==> images/pdn.png <==
Scale bar: 20 um. Pins as bars on the die edge.
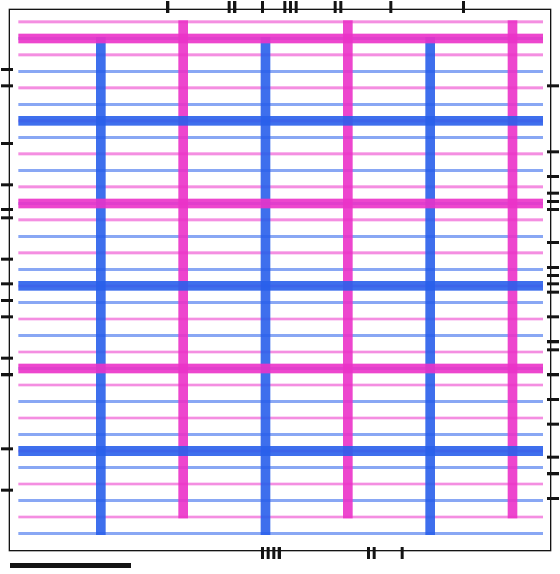
==> images/cell_classes.png <==
Scale bar: 20 um.
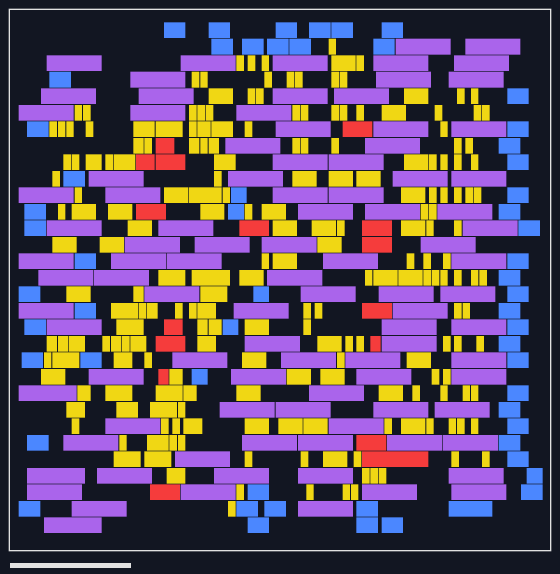
==> images/clock_map.png <==
Scale bar: 20 um.
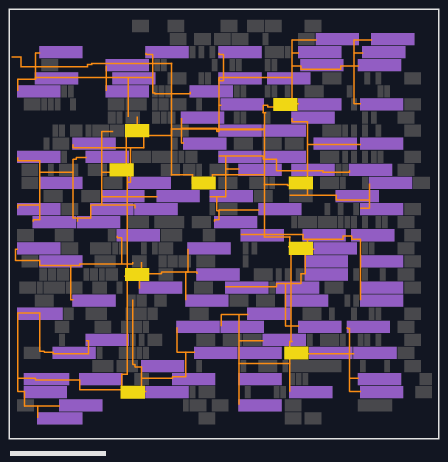
==> images/metal_stack.png <==
Only two layers are drawn.
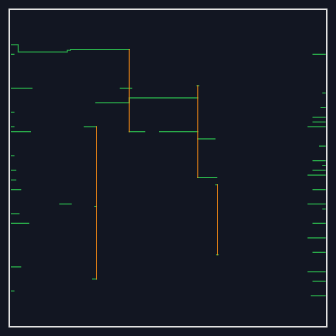
## src/rtl/chunk_writer_pkg.sv

```systemverilog
// Shared types and header field positions for the SPI-to-panel-memory chunk writer.
package chunk_writer_pkg;

  typedef enum logic [1:0] {
    IDLE = 2'd0,
    HDR0 = 2'd1,
    HDR1 = 2'd2,
    DATA = 2'd3
  } state_t;

  localparam int PANEL_MSB   = 7;
  localparam int PANEL_LSB   = 6;
  localparam int ROW_MSB     = 3;
  localparam int ROW_LSB     = 0;
  localparam int CHUNK_MSB   = 3;
  localparam int CHUNK_BYTES = 4;

endpackage

```

## src/rtl/chunk_writer_spi_bit_sampler.sv

```systemverilog
// SPI pin synchronizers with sclk rising-edge and cs_n edge detection.
module spi_bit_sampler #(
  parameter int SYNC_STAGES = 2
) (
  input  logic clk,
  input  logic reset_n,
  input  logic spi_sclk,
  input  logic spi_mosi,
  input  logic spi_cs_n,
  output logic bit_valid,
  output logic bit_value,
  output logic frame_start,
  output logic frame_end
);

  logic [SYNC_STAGES-1:0] sclk_sync;
  logic [SYNC_STAGES-1:0] mosi_sync;
  logic [SYNC_STAGES-1:0] cs_sync;
  logic                   sclk_q;
  logic                   cs_q;
  logic                   sclk_s;
  logic                   cs_s;

  assign sclk_s = sclk_sync[SYNC_STAGES-1];
  assign cs_s   = cs_sync[SYNC_STAGES-1];

  // cs_n chain resets to the deasserted level so reset never looks like a frame edge.
  always_ff @(posedge clk or negedge reset_n) begin
    if (!reset_n) begin
      sclk_sync <= '0;
      mosi_sync <= '0;
      cs_sync   <= '1;
      sclk_q    <= 1'b0;
      cs_q      <= 1'b1;
    end else begin
      sclk_sync <= {sclk_sync[SYNC_STAGES-2:0], spi_sclk};
      mosi_sync <= {mosi_sync[SYNC_STAGES-2:0], spi_mosi};
      cs_sync   <= {cs_sync[SYNC_STAGES-2:0], spi_cs_n};
      sclk_q    <= sclk_s;
      cs_q      <= cs_s;
    end
  end

  assign bit_valid   = sclk_s & ~sclk_q & ~cs_s;
  assign bit_value   = mosi_sync[SYNC_STAGES-1];
  assign frame_start = cs_q & ~cs_s;
  assign frame_end   = ~cs_q & cs_s;

endmodule

```

## src/rtl/chunk_writer.sv

```systemverilog
// SPI mode-0 slave: 2-byte header then one 32-bit panel-memory write per 4 payload bytes.
// Build option: define CHUNK_WRITER_LIMIT_EN to stop writing after chunk index 15.
module chunk_writer
  import chunk_writer_pkg::*;
#(
  parameter int SYNC_STAGES = 2
) (
  input  logic        clk,
  input  logic        reset_n,
  input  logic        spi_sclk,
  input  logic        spi_mosi,
  input  logic        spi_cs_n,
  output logic [31:0] chunk_data,
  output logic [3:0]  chunk_addr,
  output logic        chunk_write_enable,
  output logic [3:0]  row_addr,
  output logic [1:0]  panel_addr,
  output logic        busy,
  output logic        frame_error,
  output logic [1:0]  state_dbg
);

  logic        bit_valid, bit_value, frame_start, frame_end;
  state_t      state, state_nxt;
  logic [7:0]  shreg;
  logic [2:0]  bit_cnt;
  logic        byte_done;
  logic [23:0] acc;
  logic [1:0]  byte_cnt;
  logic [3:0]  chunk_idx;
  logic        chunk_done, chunk_drop, drop_err, hdr_err, data_err;

  spi_bit_sampler #(.SYNC_STAGES(SYNC_STAGES)) u_sampler (
    .clk         (clk),
    .reset_n     (reset_n),
    .spi_sclk    (spi_sclk),
    .spi_mosi    (spi_mosi),
    .spi_cs_n    (spi_cs_n),
    .bit_valid   (bit_valid),
    .bit_value   (bit_value),
    .frame_start (frame_start),
    .frame_end   (frame_end)
  );

  always_ff @(posedge clk or negedge reset_n) begin
    if (!reset_n) state <= IDLE;
    else          state <= state_nxt;
  end

  always_comb begin
    state_nxt = state;
    if (frame_end) begin
      state_nxt = IDLE;
    end else begin
      case (state)
        IDLE:    if (frame_start) state_nxt = HDR0;
        HDR0:    if (byte_done)   state_nxt = HDR1;
        HDR1:    if (byte_done)   state_nxt = DATA;
        default: state_nxt = state;
      endcase
    end
  end

  always_comb begin
    busy      = (state != IDLE);
    state_dbg = state;
  end

  // byte_done is registered so it coincides with the completed byte sitting in shreg.
  always_ff @(posedge clk or negedge reset_n) begin
    if (!reset_n) begin
      shreg     <= '0;
      bit_cnt   <= '0;
      byte_done <= 1'b0;
    end else if (frame_end) begin
      bit_cnt   <= '0;
      byte_done <= 1'b0;
    end else if (bit_valid) begin
      shreg     <= {shreg[6:0], bit_value};
      bit_cnt   <= bit_cnt + 3'd1;
      byte_done <= (bit_cnt == 3'd7);
    end else begin
      byte_done <= 1'b0;
    end
  end

  assign chunk_done = byte_done && (state == DATA) && (byte_cnt == 2'(CHUNK_BYTES - 1));

`ifdef CHUNK_WRITER_LIMIT_EN
  logic limit_hit, dropped;
  assign chunk_drop = chunk_done && limit_hit;
  assign drop_err   = dropped || chunk_drop;

  always_ff @(posedge clk or negedge reset_n) begin
    if (!reset_n) begin
      limit_hit <= 1'b0;
      dropped   <= 1'b0;
    end else if (frame_end) begin
      limit_hit <= 1'b0;
      dropped   <= 1'b0;
    end else begin
      if (chunk_done && !limit_hit && chunk_idx == 4'd15) limit_hit <= 1'b1;
      if (chunk_drop) dropped <= 1'b1;
    end
  end
`else
  assign chunk_drop = 1'b0;
  assign drop_err   = 1'b0;
`endif

  // A byte completing on the cs_n-rise cycle still counts toward the byte counter,
  // so a finished chunk closes the frame cleanly while a fresh partial one does not.
  assign hdr_err  = ((state == HDR0) && (bit_cnt != 3'd0 || byte_done)) ||
                    ((state == HDR1) && (bit_cnt != 3'd0));
  assign data_err = (state == DATA) && ((byte_cnt + 2'(byte_done)) != 2'd0);

  always_ff @(posedge clk or negedge reset_n) begin
    if (!reset_n) begin
      acc                <= '0;
      byte_cnt           <= '0;
      chunk_idx          <= '0;
      chunk_data         <= '0;
      chunk_addr         <= '0;
      chunk_write_enable <= 1'b0;
      row_addr           <= '0;
      panel_addr         <= '0;
      frame_error        <= 1'b0;
    end else begin
      chunk_write_enable <= 1'b0;
      frame_error        <= frame_end && ((bit_cnt != 3'd0) || hdr_err || data_err || drop_err);
      if (state == HDR0 && byte_done) begin
        panel_addr <= shreg[PANEL_MSB:PANEL_LSB];
        row_addr   <= shreg[ROW_MSB:ROW_LSB];
      end
      if (state == HDR1 && byte_done) begin
        chunk_idx <= shreg[CHUNK_MSB:0];
      end
      if (state == DATA && byte_done) begin
        acc <= {acc[15:0], shreg};
      end
      if (chunk_done && !chunk_drop) begin
        chunk_data         <= {acc, shreg};
        chunk_addr         <= chunk_idx;
        chunk_write_enable <= 1'b1;
        chunk_idx          <= chunk_idx + 4'd1;
      end
      if (frame_end)                      byte_cnt <= '0;
      else if (state == DATA && byte_done) byte_cnt <= byte_cnt + 2'd1;
    end
  end

endmodule

```

## config.mk

```make
export PLATFORM = sky130hd
export DESIGN_NAME = chunk_writer
export DESIGN_NICKNAME = d
export VERILOG_FILES = /design/src/rtl/chunk_writer_pkg.sv /design/src/rtl/chunk_writer_spi_bit_sampler.sv /design/src/rtl/chunk_writer.sv
export SDC_FILE = /design/constraint.sdc
export NUM_CORES = 1
export LEC_CHECK = 0
export CORE_UTILIZATION = 50
export CTS_CLUSTER_SIZE = 12
export DETAILED_ROUTE_END_ITERATION = 16
export MAX_ROUTING_LAYER = met4
export PLACE_DENSITY_LB_ADDON = 0.2
export SYNTH_ARGS = -nofsm -noshare
export SYNTH_HDL_FRONTEND = slang
export SYNTH_HIERARCHICAL = 1
export SYNTH_SLANG_ARGS = --single-unit
```

## constraint.sdc

```tcl
create_clock -name clk -period 2.15 [get_ports clk]
set_input_delay 0.215 -clock clk [delete_from_list [all_inputs] [get_ports clk]]
set_output_delay 0.215 -clock clk [all_outputs]
set_load 0.02 [all_outputs]
```

==> qor.rpt <==
===============================================================================================
MUX share of area                                                                         13.3%
Total non-filler cell area in the finished layout                                    4610 sq um
Vias in the first global route                                                            2,358
Combinational share of cell area                                                          27.5%
Areal power density over the cells                                                  775 nW/um^2
Slowest cell on crit path                                                          sky130_fd_sc_hd__clkdlybuf4s50_1
Hold Path Class                                                                    primary input to async pin
DRC viols                                                                                     0
Smallest hold slack                                                                    0.245 ns
Number of instances in the synthesized netlist                                              317
Critical Path AT                                                                        1.73 ns
Seq share, synth                                                                          63.6%
Result of the run                                                                     completed
Maximum single-stage delay on the critical path                                         0.59 ns
Layout Nets                                                                                 388
Slew Limit Headroom                                                                       72.2%
Area growth syn-to-layout                                                                 21.9%
CP Capture Point                                                                           busy
Final standard cell utilization of the core                                               63.3%
Clock Network Area Fraction                                                               4.42%
Register fraction of the total cell area                                                  52.1%
Fill cell instance count of the final layout                                                613
Worst-case setup margin in the final layout                                            0.201 ns
Total number of sequential cells                                                             96
Static power due to leakage                                                             2.38 nW
Tapcell Cnt                                                                                  99
Non-clock buffer instance count of the final layout                                          58
And+or+nand+nor area frac                                                                 14.0%
Final critical-path share of the clock period                                             90.7%
Critical R2R Launch                                                                state_dbg[0]
Number of flip-flops and latches in the synthesized netlist                                  96
Synthesized area                                                                     3780 sq um
Vias per inst                                                                              5.00
Setup crit end kind                                                                 output port
Placed wire-length estimate                                                             4250 um
Class of the most critical setup path                                              flop to output port
Max frequency                                                                           513 MHz
Clock buffer count in the final layout                                                       10
Reg2Reg Setup Slack                                                                     0.32 ns
Root buffer cell                                                                   sky130_fd_sc_hd__clkbuf_8
Post-Place Cells                                                                            460
Warning total across the stage logs                                                          30
Required time at the worst-slack endpoint                                               1.93 ns
Area share of xor/xnor cells in the synthesized design                                   0.694%
Mean instance size in the synthesized netlist                                        11.9 sq um
Cell breakdown of the critical path                                                inv_1, ha_1, inv_1, clkdlybuf4s50_1
Area after detailed placement                                                        4400 sq um
Area inside the core boundary                                                        7290 sq um
Clock input transition at the sequential cells of the worst setup and hold paths        0.09 ns
Max Transition Viols Final                                                                    0
Post CTS Setup Buffer Count                                                                   0
Count of antenna-violating nets left after detailed routing                                   0
Initial antenna violation count                                                               0
Worst-margin pin slew                                                                  0.416 ns
Number of cells in the finished layout apart from fillers                                   477
Multi-input gate count                                                                      199
Initial core utilization                                                                  51.9%
Number of H-tree levels                                                                       3
Synth warnings                                                                                6
Worst supply voltage drop on vdd                                                       0.772 mV
TritonCTS clock tree                                                                       done
Syn nets                                                                                    332
Maximum number of pins on one net before global-route repair                                 82
Vertical die dimension                                                                  89.0 um
Sum of buffers and inverters on the critical path                                             3
Synth unique cells                                                                           33
Area fraction in full adders, half adders and majority gates                              3.31%
AO/OA Area Share                                                                          2.28%
# IOs                                                                                        52
Relative contribution of combinational cells to total power                               11.0%
===============================================================================================
Back to the opening pictures, pdn.png:
[VDD] magenta
[VSS] blue
met5 straps: 6
signal pins: 52
met4 straps: 6
met1 rails: 32
rows: 31

Back to the opening pictures, cell_classes.png:
[other buffers and delay cells] blue | cells: 58 | share of their area: 13%
[all other logic] yellow | cells: 208 | share of their area: 29%
[flops] purple | cells: 96 | share of their area: 54%
[clock drivers and dummy loads] red | cells: 16 | share of their area: 4.5%

Back to the opening pictures, clock_map.png:
[clock wires] orange | length: 1,030 um
[cells driving clock nets] yellow | count: 9
[flip-flops] purple | count: 96
flops lie: spread over the die
clock network power share: 33.1%
P_clk: 0.00118 W
clock skew: 0.0103 ns
insertion delay to the later sink of the worst-skew pair: 0.35 ns

Back to the opening pictures, metal_stack.png:
[met4] orange | wire length: 112 um
[met3] green | wire length: 196 um
total number of vias: 2,386
total routing resource utilization after global routing: 18.9%
total detailed-routing wirelength: 6380 um
DR WL/cell: 13.4 um

## per-layer routing
layer	GRT usage, %	vias up	part of all wire, %
met5	-	-	0
met4	8.95	0	1.7
met3	3.05	12	3.1
met2	29.8	49	47
met1	24.1	1178	48
li1	-	1147	-
## synth_stat cells
| library cell | number | share of area [%] |
|---|---|---|
| sky130_fd_sc_hd__nor3b_2 | 1 | 0.33 |
| sky130_fd_sc_hd__buf_4 | 1 | 0.20 |
| sky130_fd_sc_hd__or3_1 | 1 | 0.17 |
| sky130_fd_sc_hd__o221a_2 | 1 | 0.30 |
| sky130_fd_sc_hd__a221o_1 | 1 | 0.26 |
| sky130_fd_sc_hd__nand2_1 | 112 | 11 |
| sky130_fd_sc_hd__nand2_2 | 1 | 0.17 |
| sky130_fd_sc_hd__buf_6 | 1 | 0.30 |
| sky130_fd_sc_hd__inv_2 | 1 | 0.099 |
| sky130_fd_sc_hd__a21o_1 | 1 | 0.20 |
| sky130_fd_sc_hd__buf_2 | 11 | 1.5 |
| sky130_fd_sc_hd__ha_1 | 10 | 3.3 |
| sky130_fd_sc_hd__nor2_1 | 5 | 0.50 |
| sky130_fd_sc_hd__and2b_2 | 1 | 0.23 |
| sky130_fd_sc_hd__dfrtp_1 | 93 | 61 |
| sky130_fd_sc_hd__a311oi_1 | 1 | 0.23 |
| sky130_fd_sc_hd__xnor2_1 | 1 | 0.23 |
| sky130_fd_sc_hd__a21oi_1 | 3 | 0.40 |
| sky130_fd_sc_hd__o21ai_0 | 2 | 0.26 |
| sky130_fd_sc_hd__a41oi_1 | 1 | 0.23 |
| sky130_fd_sc_hd__nor3_1 | 1 | 0.13 |
| sky130_fd_sc_hd__nor2b_1 | 2 | 0.33 |
| sky130_fd_sc_hd__a21boi_0 | 1 | 0.20 |
| sky130_fd_sc_hd__inv_1 | 8 | 0.79 |
| sky130_fd_sc_hd__nand3_4 | 1 | 0.46 |
| sky130_fd_sc_hd__xor2_1 | 2 | 0.46 |
| sky130_fd_sc_hd__nand3_1 | 3 | 0.40 |
| sky130_fd_sc_hd__mux2_4 | 1 | 0.40 |
| sky130_fd_sc_hd__mux2i_1 | 5 | 1.3 |
| sky130_fd_sc_hd__mux2_2 | 39 | 12 |
| sky130_fd_sc_hd__o21bai_1 | 1 | 0.20 |
| sky130_fd_sc_hd__dfstp_2 | 3 | 2.1 |
| sky130_fd_sc_hd__and2_1 | 1 | 0.17 |
## registers in the layout (all words and copies together), names as in the netlist
name and flops:
acc 24, bit_cnt 3, byte_cnt 2, byte_done 1, chunk_addr 4, chunk_data 32, chunk_idx 4, chunk_write_enable 1
frame_error 1, panel_addr 2, row_addr 4, shreg 8, state_dbg 2, u_sampler/cs_q 1, u_sampler/cs_sync 2, u_sampler/mosi_sync 2
u_sampler/sclk_q 1, u_sampler/sclk_sync 2
## timing repair
item                                   CTS  global route
gates resized                            0             0
hold buffers                             1             0
endpoints found under the hold margin   15             0
## power by group through the flow
stage                     clock network, W  registers (W)  logic (W)
final                              0.00118        0.00200   0.000393
after global routing               0.00128        0.00202   0.000434
after CTS                          0.00122        0.00200   0.000396
after detailed placement                 0        0.00204   0.000392
after global placement                   0        0.00203   0.000388
after floorplan                          0        0.00202   0.000227
Power figures rest on the tool's default switching activity, not on a simulated workload.
